==> run_1/registers.png <==
The bar under the picture is 50 microns long. Other sequential cells in the stronger grey, the rest of the logic in the fainter grey.
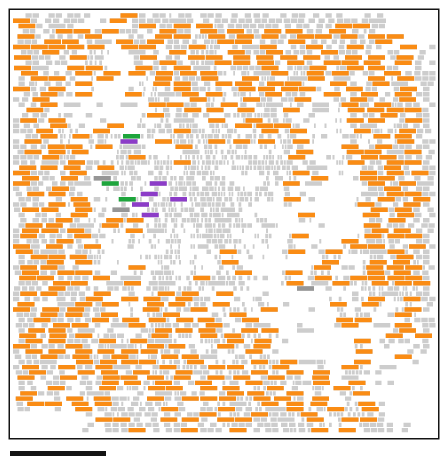
==> run_1/cell_classes.png <==
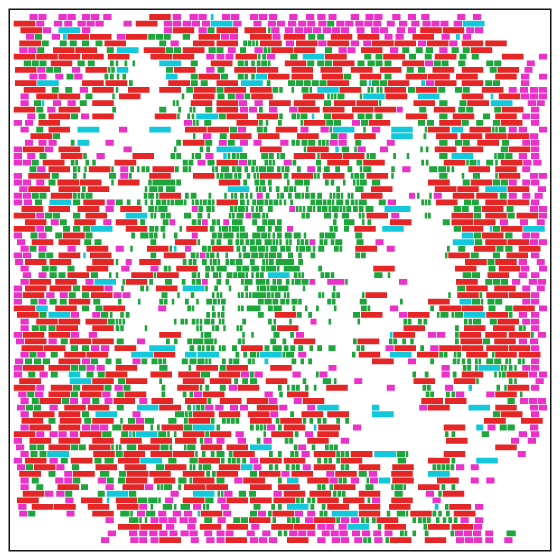
==> run_1/final_congestion.png <==
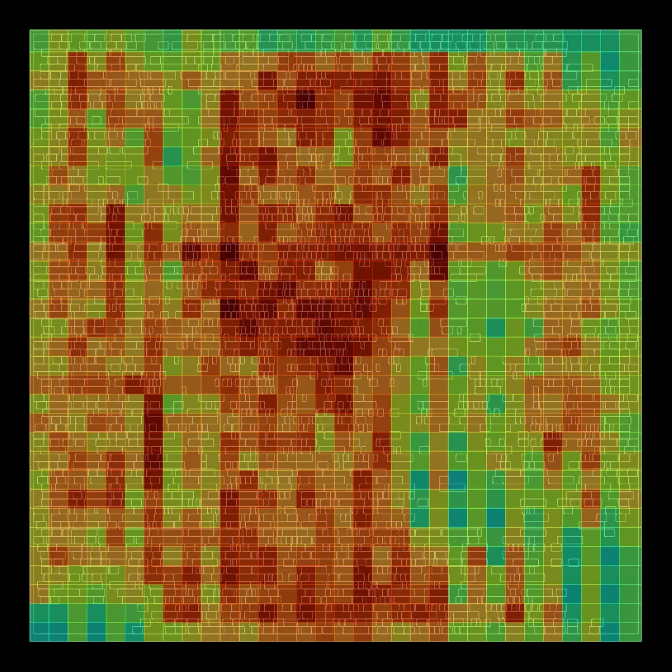
==> run_1/wire_density.png <==
The bar under the picture is 50 microns long. 22 x 22 tiles, from dark blue (low) to red (high), scaled to the fullest tile. Values are wire area over tile area, all layers added.
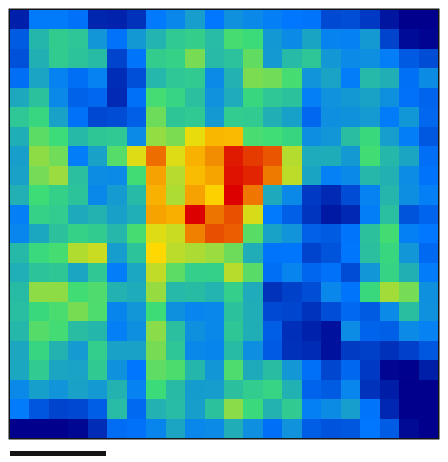
==> config.mk <==
export PLATFORM = sky130hd
export DESIGN_NAME = sha256_msg_padder_flat
export DESIGN_NICKNAME = d
export VERILOG_FILES = /design/src/rtl/sha256_pkg.sv /design/src/rtl/sha256_msg_padder_if.sv /design/src/rtl/sha256_msg_padder.sv /design/src/flat_wrapper.sv
export SDC_FILE = /design/constraint.sdc
export NUM_CORES = 1
export LEC_CHECK = 0
export CORE_UTILIZATION = 45
export CTS_CLUSTER_DIAMETER = 150
export DETAILED_ROUTE_END_ITERATION = 8
export GPL_ROUTABILITY_DRIVEN = 0
export PLACE_DENSITY = 0.77
export SYNTH_ARGS = -nofsm -noshare
export SYNTH_HDL_FRONTEND = slang
export SYNTH_SLANG_ARGS = --single-unit
==> constraint.sdc <==
create_clock -name sysclk_125mhz -period 19.1 [get_ports sysclk_125mhz]
set_input_delay 3.82 -clock sysclk_125mhz [delete_from_list [all_inputs] [get_ports sysclk_125mhz]]
set_output_delay 3.82 -clock sysclk_125mhz [all_outputs]
set_load 0.05 [all_outputs]
==> flow_metrics.tcl <==
# yosys + openroad results
set metrics [dict create \
    grt_max_degree 193 \
    cts_hold_buf 0 \
    finalCriticalPeriod_ns 7.53 \
    drc 0 \
    critPathLaunchType "register" \
    fillers 3829 \
    status "complete, no violations" \
    holdPathStages 1 \
    cts_setup_buffers 0 \
    fin_skew_ns 0.0326 \
    io_buffers 528 \
    clock-sinks 524 \
    critPathCaptureType "primary output" \
    cp.required_ns 15.28 \
    grt_pass1_wl_microns 127000 \
    clkTransAtPathRegs_ns 0.06 \
    ys_seq_share_pct 60.3 \
    fmax_ghz 0.133 \
    ant_nets 0 \
    edf_count 0 \
    grt_pass1_vias 19600 \
    top_cells_by_count "524 x dfrtp_1, 215 x nand2_1, 155 x o2bb2ai_1" \
    cts-root-buf "clkbuf_16" \
    fp.dieH_microns 222 \
    slew_headroom_pct 20.0 \
    irDropWorstVdd_uv 96.4 \
    cts_tree "built" \
    drive_above_1_share_pct 6.35 \
    async_flop_share_pct 100 \
    drtIter0Drc 2574 \
    fp_nets 1948 \
    flop_cell "dfrtp_1" \
    ys_top_cells_by_area "dfrtp_1 60%, o2bb2ai_1 6.2%, a22o_1 6.0%" \
    antenna_found_initial 1 \
    leakage_nw 12.3 \
    whs_ns 0.476 \
    logic_area_sq_um 8090 \
    finalPower_mw 3.76 \
    dr.pass1.iters 7 \
    warnings 33 \
    synth_warnings 0 \
    holdCritPathClass "reg -> reg" \
    critPathArrivalTime_ns 3.71 \
    final.setup.tns_ns 0 \
    die_width_microns 222 \
    post-route-period-util_pct 39.4 \
    setup_ws_ns 11.57 \
    fin_nets 2446 \
    clockBufferDepth 3 \
    top_cell_area_share_pct 60.3 \
    ys_cells 1931 \
    clkLatencyLatePin_ns 0.62 \
    yosys.area.top_type "dfrtp_1" \
    viasPerCell 6.32 \
    largest_reg_flops 512 \
    syn_inst 1931 \
    cts_buffers 53 \
    tightest_slew_ns 1.19 \
    antenna_cells 0 \
    setup_viol 0 \
    rr_worst_depth 7 \
    synth_chip_area_sq_um 21700 \
    worstSetupPathType "reg -> out" \
    ys_types 76 \
    reg2reg_slack_ns 14.29 \
    die-area_sq_um 49200 \
    yosysMostFrequentCell "dfrtp_1" \
    ios 529 \
    drv_cap 0 \
]
Notes on registers.png above:
legend:
  green:
    name_in_the_netlist: u_core.state
    placed_flops: 3
  purple:
    name_in_the_netlist: u_core.count
    placed_flops: 6
  orange:
    name_in_the_netlist: u_core.bus.block
    placed_flops: 512
    where: all over the die
Seq/total area: 44.8%
Storage cell area: 13100 sq um

Notes on cell_classes.png above:
legend:
  green:
    class: all other logic
    cells: 1303
    share_of_their_area: 29%
  red:
    class: flip-flops
    cells: 524
    share_of_their_area: 46%
  cyan:
    class: clock drivers and dummy loads
    cells: 97
    share_of_their_area: 6.3%
  magenta:
    class: other buffers and delay cells
    cells: 547
    share_of_their_area: 19%
num rows: 80
floorplan core area: 47700 sq um
final core occ: 61.3%
final instance area: 29300 sq um

Notes on final_congestion.png above:
GRT Max-Usage Layer: met2
GR Layer Usage met3: 10.2%
gr usage total: 34.2%
drt wl/cell: 27.4 microns

Notes on wire_density.png above:
tiles over half the peak: 19%
emptiest ninth of the die: bottom right
densest ninth of the die: middle
Vias: 19.5k
final wirelength: 84700 microns

run 1: cell type report:
cell class,count,area share (%)
sequential,524,44.8
multi-input combinational,1291,27.7
timing repair buffer,547,18.6
clock buffer,83,5.51
tap,615,2.63
clock inverter,14,0.607
inverter,12,0.180
run 1: cell families (layout without fill, tap and decap cells):
logic type,Yosys count,after routing,synth area share (%)
AND/OR/NAND/NOR,602,602,12.8
XOR/XNOR,8,8,0.391
AND-OR/OR-AND,633,633,21.6
buffers and inverters,116,656,2.57
adder cells (fa/ha/maj),4,4,0.230
multiplexers,44,44,2.11
flip-flops,524,524,60.3
run 1: per-layer routing:
layer	share of wire, %	track usage (%)	wire, microns	vias up
met5	0.015	0	13	-
met2	45	53.0	38400	1235
met4	5.4	17.0	4540	2
li1	-	-	-	8163
met1	39	43.7	32700	9807
met3	11	10.2	9050	292
run 1: cell usage in the layout, fill, tap and decap left out, types with 40 or more instances in the layout:
cell type        count
clkdlybuf4s50_1    528
dfrtp_1            524
nand2_1            214
o2bb2ai_1          155
o21ai_0            150
a22o_1             149
nand3_1            141
nor2_1             127
clkbuf_16           55
a21oi_1             40
run 1: critical path: stages, from the launching register on:
cell	delay, ns
dfrtp_1	0.91
ha_1	0.90
a21oi_2	0.25
o21a_1	0.27
clkdlybuf4s50_1	0.75
run 1: power by group:
group	internal [mW]	total (mW)	switching (mW)
clock	0.631	1.07	0.443
combinational	0.317	1.43	1.12
sequential	1.19	1.25	0.0651
total	2.14	3.76	1.62
run 1: per-stage QoR:
| step | util (%) | cell area [sq um] | cells |
|---|---|---|---|
| floorplan | - | 21700 | 1931 |
| finish | 61.3 | 29300 | 3086 |
| global route | 61.3 | 29300 | 3086 |
| detailed placement | 57.5 | 27500 | 2989 |
| CTS | 61.3 | 29300 | 3086 |
| global placement | 57.5 | 27500 | 2989 |
Power and IR drop assume default switching activity.
